`src/rtl/mux_rr_pipe_pkg.sv`:
```
// mux_rr_pipe_pkg
// Shared definitions for the registered N-channel operand multiplexer:
//   - clog2():      ceiling log2, sizes the channel-index / select fields
//   - MODE_FIXED:   Mode value selecting the channel given by Sel
//   - MODE_RR:      Mode value selecting round-robin arbitration
//   - out_state_e:  occupancy state of the single output register
package mux_rr_pipe_pkg;

    localparam logic MODE_FIXED = 1'b0;
    localparam logic MODE_RR    = 1'b1;

    typedef enum logic {
        StEmpty,
        StFull
    } out_state_e;

    function automatic int unsigned clog2(input int unsigned n);
        int unsigned r;
        int unsigned v;
        r = 0;
        v = 1;
        while (v < n) begin
            v = v << 1;
            r++;
        end
        return r;
    endfunction

endpackage

```
`src/rtl/mux_rr_pipe_if.sv`:
```
// mux_rr_pipe_if
// Handshake bundle between the channel producers / consumer and mux_rr_pipe.
//   Mode, Sel             : selection control
//   In_Data, In_Valid     : packed per-channel words and valids (channel k at [k*WIDTH +: WIDTH])
//   In_Ready              : per-channel ready from the mux (one-hot or zero)
//   Out_Data, Out_Chan    : registered selected word and its source channel
//   Out_Valid, Out_Ready  : output handshake
// Modports: master = environment side, slave = mux side.
interface mux_rr_pipe_if #(
    parameter int unsigned WIDTH    = 6,
    parameter int unsigned CHANNELS = 4
);
    import mux_rr_pipe_pkg::*;

    localparam int unsigned SEL_W = clog2(CHANNELS);

    logic                      Mode;
    logic [SEL_W-1:0]          Sel;
    logic [CHANNELS*WIDTH-1:0] In_Data;
    logic [CHANNELS-1:0]       In_Valid;
    logic [CHANNELS-1:0]       In_Ready;
    logic [WIDTH-1:0]          Out_Data;
    logic [SEL_W-1:0]          Out_Chan;
    logic                      Out_Valid;
    logic                      Out_Ready;

    modport master (
        output Mode, Sel, In_Data, In_Valid, Out_Ready,
        input  In_Ready, Out_Data, Out_Chan, Out_Valid
    );

    modport slave (
        input  Mode, Sel, In_Data, In_Valid, Out_Ready,
        output In_Ready, Out_Data, Out_Chan, Out_Valid
    );

endinterface

```
`src/rtl/mux_rr_pipe_rr_arbiter.sv`:
```
// mux_rr_pipe_rr_arbiter
// Combinational round-robin arbiter. Searches i_req starting at i_ptr+1,
// wrapping past CHANNELS-1 to 0, and grants the first requester.
//   i_req         : request vector
//   i_ptr         : last granted channel (search starts after it)
//   o_gnt         : one-hot grant (zero when nothing requests)
//   o_gnt_idx     : index of the granted channel
//   o_gnt_valid   : a grant was made
module mux_rr_pipe_rr_arbiter
    import mux_rr_pipe_pkg::*;
#(
    parameter int unsigned CHANNELS = 4
) (
    input  logic [CHANNELS-1:0]        i_req,
    input  logic [clog2(CHANNELS)-1:0] i_ptr,
    output logic [CHANNELS-1:0]        o_gnt,
    output logic [clog2(CHANNELS)-1:0] o_gnt_idx,
    output logic                       o_gnt_valid
);
    localparam int unsigned SEL_W = clog2(CHANNELS);

    always_comb begin
        int unsigned idx;
        logic        found;
        o_gnt       = '0;
        o_gnt_idx   = '0;
        o_gnt_valid = 1'b0;
        found       = 1'b0;
        idx         = 0;
        // Offset CHANNELS comes back to i_ptr itself, so a lone requester
        // equal to the pointer is still granted.
        for (int unsigned off = 1; off <= CHANNELS; off++) begin
            idx = (32'(i_ptr) + off) % CHANNELS;
            if (!found && i_req[SEL_W'(idx)]) begin
                found       = 1'b1;
                o_gnt_idx   = SEL_W'(idx);
                o_gnt_valid = 1'b1;
            end
        end
        if (found) begin
            o_gnt = CHANNELS'(1) << o_gnt_idx;
        end
    end

endmodule

```
`src/rtl/mux_rr_pipe.sv`:
```
// mux_rr_pipe
// Registered N-channel operand multiplexer with valid/ready on every port.
// One channel is granted per cycle (fixed Sel or round-robin) and its word is
// captured in a single output register.
//   Clk    : rising-edge clock
//   Reset  : synchronous, active-high reset
//   bus    : mux_rr_pipe_if.slave (Mode/Sel, per-channel inputs, output handshake)
module mux_rr_pipe
    import mux_rr_pipe_pkg::*;
#(
    parameter int unsigned WIDTH    = 6,
    parameter int unsigned CHANNELS = 4
) (
    input logic          Clk,
    input logic          Reset,
    mux_rr_pipe_if.slave bus
);
    localparam int unsigned SEL_W = clog2(CHANNELS);

    out_state_e       r_state;
    out_state_e       w_state_next;
    logic [WIDTH-1:0] r_data;
    logic [SEL_W-1:0] r_chan;
    logic [SEL_W-1:0] r_ptr;

    logic                w_load;
    logic                w_sel_ok;
    logic [CHANNELS-1:0] w_fix_gnt;
    logic [CHANNELS-1:0] w_rr_gnt;
    logic [SEL_W-1:0]    w_rr_idx;
    logic                w_rr_valid;
    logic [CHANNELS-1:0] w_gnt;
    logic [SEL_W-1:0]    w_gnt_idx;
    logic                w_gnt_valid;
    logic                w_xfer;
    logic [WIDTH-1:0]    w_gnt_data;

    assign w_load = (r_state == StEmpty) || bus.Out_Ready;

    // Fixed-select path; an out-of-range Sel (non power-of-two CHANNELS) grants nothing.
    assign w_sel_ok  = (32'(bus.Sel) < CHANNELS) && bus.In_Valid[bus.Sel];
    assign w_fix_gnt = w_sel_ok ? (CHANNELS'(1) << bus.Sel) : '0;

    mux_rr_pipe_rr_arbiter #(
        .CHANNELS (CHANNELS)
    ) u_arb (
        .i_req       (bus.In_Valid),
        .i_ptr       (r_ptr),
        .o_gnt       (w_rr_gnt),
        .o_gnt_idx   (w_rr_idx),
        .o_gnt_valid (w_rr_valid)
    );

    assign w_gnt       = (bus.Mode == MODE_RR) ? w_rr_gnt   : w_fix_gnt;
    assign w_gnt_idx   = (bus.Mode == MODE_RR) ? w_rr_idx   : bus.Sel;
    assign w_gnt_valid = (bus.Mode == MODE_RR) ? w_rr_valid : w_sel_ok;

    // A grant implies the channel is valid, so ready alone decides the transfer.
    assign bus.In_Ready = w_load ? w_gnt : '0;
    assign w_xfer       = w_gnt_valid && w_load;

    always_comb begin
        w_gnt_data = '0;
        for (int unsigned k = 0; k < CHANNELS; k++) begin
            if (w_gnt_idx == SEL_W'(k)) begin
                w_gnt_data = bus.In_Data[k*WIDTH +: WIDTH];
            end
        end
    end

    always_comb begin
        w_state_next = r_state;
        unique case (r_state)
            StEmpty: if (w_xfer) w_state_next = StFull;
            StFull:  if (bus.Out_Ready && !w_xfer) w_state_next = StEmpty;
            default: w_state_next = StEmpty;
        endcase
    end

    always_ff @(posedge Clk) begin
        if (Reset) begin
            r_state <= StEmpty;
            r_data  <= '0;
            r_chan  <= '0;
            r_ptr   <= SEL_W'(CHANNELS - 1);
        end else begin
            r_state <= w_state_next;
            if (w_xfer) begin
                r_data <= w_gnt_data;
                r_chan <= w_gnt_idx;
                if (bus.Mode == MODE_RR) begin
                    r_ptr <= w_gnt_idx;
                end
            end
        end
    end

    assign bus.Out_Data  = r_data;
    assign bus.Out_Chan  = r_chan;
    assign bus.Out_Valid = (r_state == StFull);

endmodule

```
`src/flat_wrapper.sv`:
```
// flat-port wrapper written by rule: the top's interface ports become plain ports
module mux_rr_pipe_flat import mux_rr_pipe_pkg::*;
#(
    parameter int unsigned WIDTH    = 6,
    parameter int unsigned CHANNELS = 4
)
  (Clk, Reset, bus_Mode, bus_Sel, bus_In_Data, bus_In_Valid, bus_Out_Ready, bus_In_Ready, bus_Out_Data, bus_Out_Chan, bus_Out_Valid);
  mux_rr_pipe_if #(.WIDTH(WIDTH), .CHANNELS(CHANNELS)) bus_i ();
  input logic Clk;
  input logic Reset;
  input wire logic [$bits(bus_i.Mode)-1:0] bus_Mode;
  input wire logic [$bits(bus_i.Sel)-1:0] bus_Sel;
  input wire logic [$bits(bus_i.In_Data)-1:0] bus_In_Data;
  input wire logic [$bits(bus_i.In_Valid)-1:0] bus_In_Valid;
  input wire logic [$bits(bus_i.Out_Ready)-1:0] bus_Out_Ready;
  output wire logic [$bits(bus_i.In_Ready)-1:0] bus_In_Ready;
  output wire logic [$bits(bus_i.Out_Data)-1:0] bus_Out_Data;
  output wire logic [$bits(bus_i.Out_Chan)-1:0] bus_Out_Chan;
  output wire logic [$bits(bus_i.Out_Valid)-1:0] bus_Out_Valid;
  assign bus_i.Mode = bus_Mode;
  assign bus_i.Sel = bus_Sel;
  assign bus_i.In_Data = bus_In_Data;
  assign bus_i.In_Valid = bus_In_Valid;
  assign bus_i.Out_Ready = bus_Out_Ready;
  assign bus_In_Ready = bus_i.In_Ready;
  assign bus_Out_Data = bus_i.Out_Data;
  assign bus_Out_Chan = bus_i.Out_Chan;
  assign bus_Out_Valid = bus_i.Out_Valid;
  mux_rr_pipe #(.WIDTH(WIDTH), .CHANNELS(CHANNELS)) u_core (.Clk(Clk), .Reset(Reset), .bus(bus_i));
endmodule
```
`config.mk`:
```
export PLATFORM = sky130hd
export DESIGN_NAME = mux_rr_pipe_flat
export DESIGN_NICKNAME = d
export VERILOG_FILES = /design/src/rtl/mux_rr_pipe_pkg.sv /design/src/rtl/mux_rr_pipe_if.sv /design/src/rtl/mux_rr_pipe_rr_arbiter.sv /design/src/rtl/mux_rr_pipe.sv /design/src/flat_wrapper.sv
export SDC_FILE = /design/constraint.sdc
export NUM_CORES = 1
export LEC_CHECK = 0
export CORE_ASPECT_RATIO = 1.25
export CORE_MARGIN = 4
export CORE_UTILIZATION = 40
export DETAILED_ROUTE_END_ITERATION = 6
export GPL_TIMING_DRIVEN = 0
export PLACE_DENSITY = 0.79
export SYNTH_ARGS = -nofsm -noshare
export SYNTH_HDL_FRONTEND = slang
export SYNTH_HIERARCHICAL = 1
export SYNTH_SLANG_ARGS = --single-unit
```
`constraint.sdc`:
```
create_clock -name Clk -period 2.6 [get_ports Clk]
set_clock_uncertainty 0.2 [all_clocks]
set_input_delay 0.26 -clock Clk [delete_from_list [all_inputs] [get_ports Clk]]
set_output_delay 0.26 -clock Clk [all_outputs]
set_load 0.02 [all_outputs]
```
Placement by cell class:
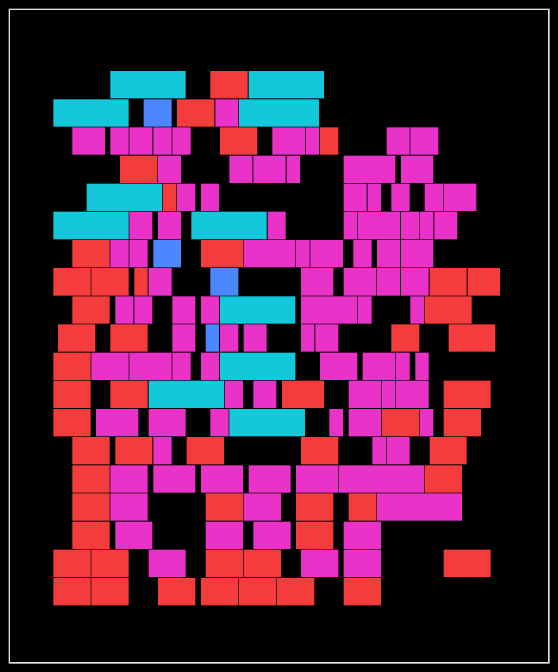
red -> remaining buffers and delay cells  # cells 52, share of their area 35%
cyan -> registers  # cells 11, share of their area 15%
blue -> clock drivers and dummy loads  # cells 4, share of their area 1.8%
magenta -> remaining logic cells  # cells 94, share of their area 48%
fraction of area in registers: 14.8%
Post-Layout Inst Area: 1500 um2
Core Rows: 19
Core Box Area: 2260 um2
final design utilization: 66.2%

Sequential cells grouped by signal name:
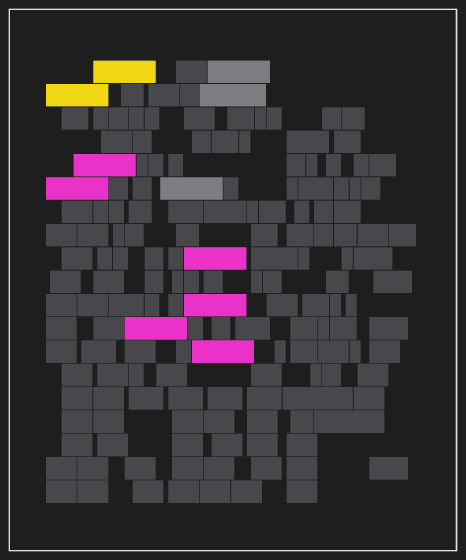
yellow -> u_core/bus.Out_Chan  # flops 2
magenta -> u_core/bus.Out_Data  # flops 6
not colored = 3

==> impl_metrics.json <==
{
  "status": "completed",
  "xor_area_share_pct": 0,
  "n_tap_cell": 31,
  "top_layer": "met4",
  "clk_pin_slew_ns": 0.06,
  "grtUsageTotal_pct": 17.7,
  "final_cells": 192,
  "gr-usage-met2_pct": 31.0,
  "cts_tree": "yes",
  "grt_pass1_wl_um": 4610,
  "period_minus_slack_ns": 2.45,
  "yosysWarnings": 6,
  "peakVddDrop_mv": 0.393,
  "inv_count": 3,
  "htree_num_levels": 1,
  "die_w_um": 52.0,
  "syn_nets": 146,
  "cap_violations": 0,
  "routed_wl_um": 2770,
  "cpMaxStageDelayCell": "clkdlybuf4s50_1",
  "cp_max_fo": 10,
  "die_h_um": 63.0,
  "slew_headroom_pct": 42.1,
  "initial_core_util_pct": 42.8,
  "antennaDiodeCount": 0,
  "final_max_slew_viol_count": 0,
  "hp-start": "u_core/r_ptr[1]",
  "flop_cell": "dfxtp_1",
  "synth.avg_cell_area_um2": 8.64,
  "wl_met2_um": 1360,
  "clkbuf_count": 4,
  "routedWlPerCell_um": 14.4,
  "ios": 47,
  "cts_setup_buffers": 0,
  "maxClockFrequency_mhz": 408,
  "fin_tns_setup_ns": 0,
  "timing.rr.start": "u_core/r_ptr[1]",
  "layout_top_cells": "clkdlybuf4s50_1, mux2i_1, nor2_1, dfxtp_1, nor2b_1",
  "reg2reg_slack_ns": 0.30,
  "finalHoldViolCount": 0,
  "top_area_share_pct": 22.8,
  "n_fill_cell": 183,
  "cts-root-buf": "clkbuf_4",
  "buffers": 52,
  "top_logic_kind": "multiplexers",
  "yosys_cells": 112,
  "logic_area_um2": 688,
  "worst_pin_slew_ns": 0.844,
  "layout_setup_ws_ns": 0.148,
  "biggestCellCategory": "combinational gates",
  "hold_path_depth": 1,
  "drc": 0,
  "setup-violations-final": 0,
  "synth.area.mux_share_pct": 26.5,
  "r2r_end": "u_core/bus.Out_Data[1]",
  "cpPeakStageDelay_ns": 0.60,
  "synthAoiAreaFrac_pct": 25.0,
  "r2r_cells": 9,
  "simple_gate_share_pct": 19.4,
  "met1_length_um": 1110,
  "yosysTopAreaCell": "dfxtp_1",
  "common_cells": "mux2i_1, dfxtp_1, nor2_1, nor2b_1, o21ai_0",
  "clkCellAreaFrac_pct": 1.76,
  "arrival_ns": 2.39,
  "grt_pass1_vias": 1100,
  "synth_flop_count": 11,
  "cts_buffer_depth": 2,
  "wl_met3_um": 227,
  "antenna_left": 0,
  "numPortBuffers": 45,
  "grtUsageMet1_pct": 19.4,
  "drtPass1Iterations": 4,
  "vias": 1057,
  "areaGrowthSynthToFinish_pct": 54.6,
  "rsz0062_at_grt": "false",
  "clock_sinks": 11,
  "synth.distinct_cells": 34,
  "fin_crit_sh_pct": 94.3,
  "place_ws_ns": -0.128,
  "dpl-instance-area_um2": 1460,
  "vias_per_cell": 5.51,
  "p_leak_uw": 0.000649,
  "ys_chip_area_um2": 967,
  "ys_seq_share_pct": 22.8,
  "worstHoldEndpoint": "u_core/r_ptr[1]",
  "comb_share_pct": 46.0,
  "logic_gates": 91,
  "met3_usage_pct": 4.53,
  "holdWs_ns": 0.262,
  "numCtsBuffers": 3,
  "hpwl_um": 2230,
  "powerDensity_nw_per_um2": 401,
  "synthMostInstantiatedCell": "mux2i_1",
  "synth-edff-count": 0,
  "cp-end-kind": "register",
  "clock_latency_ns": 0.26,
  "nNetsFinal": 196,
  "dieArea_um2": 3270,
  "startpoint": "bus_In_Valid[2]",
  "drt_iter0_drc": 15,
  "syn_area_um2": 967,
  "gp_congestion": 0.865,
  "worstSetupStartpointType": "input port",
  "warning_count": 26,
  "synth_cells": 112,
  "async_flop_share_pct": 0,
  "topCellsByArea": "dfxtp_1, mux2i_1, mux2_2, nor2b_1, nor2_1",
  "dp_cells": 188,
  "lay_top_count": "clkdlybuf4s50_1",
  "cp.required_ns": 2.54,
  "seq_cell_count": 11,
  "hold_class": "register to register",
  "grt-busiest-layer": "met2",
  "regArea_um2": 221,
  "path_class": "input port to register",
  "buffer_area_share_pct": 34.1,
  "grt_overflow": 0
}
-- critical path, delay by kind of cell --
| family | cells | cell delay [ns] |
|---|---|---|
| buffers and inverters | 3 | 0.94 |
| muxes | 3 | 0.70 |
| AOI/OAI and AO/OA | 3 | 0.49 |
-- what timing repair did --
action / CTS / global route
endpoints found under the setup margin: 3 / 4
hold buffers: 0 / 0
resized: 2 / 5
pin swaps: 0 / 0
-- report_power, final --
part	internal (uW)	switching, uW	leakage [uW]
Clock	59.2	51.7	0.0000150
Combinational	158	130	0.000543
Sequential	188	12.6	0.0000909
Total	405	194	0.000649
-- flip-flops by register name, indices dropped and copies added (netlist names) --
register / count
u_core/bus.Out_Valid: 1
u_core/bus.Out_Chan: 2
u_core/r_ptr: 2
u_core/bus.Out_Data: 6
Power is estimated from default activity; no workload was simulated.
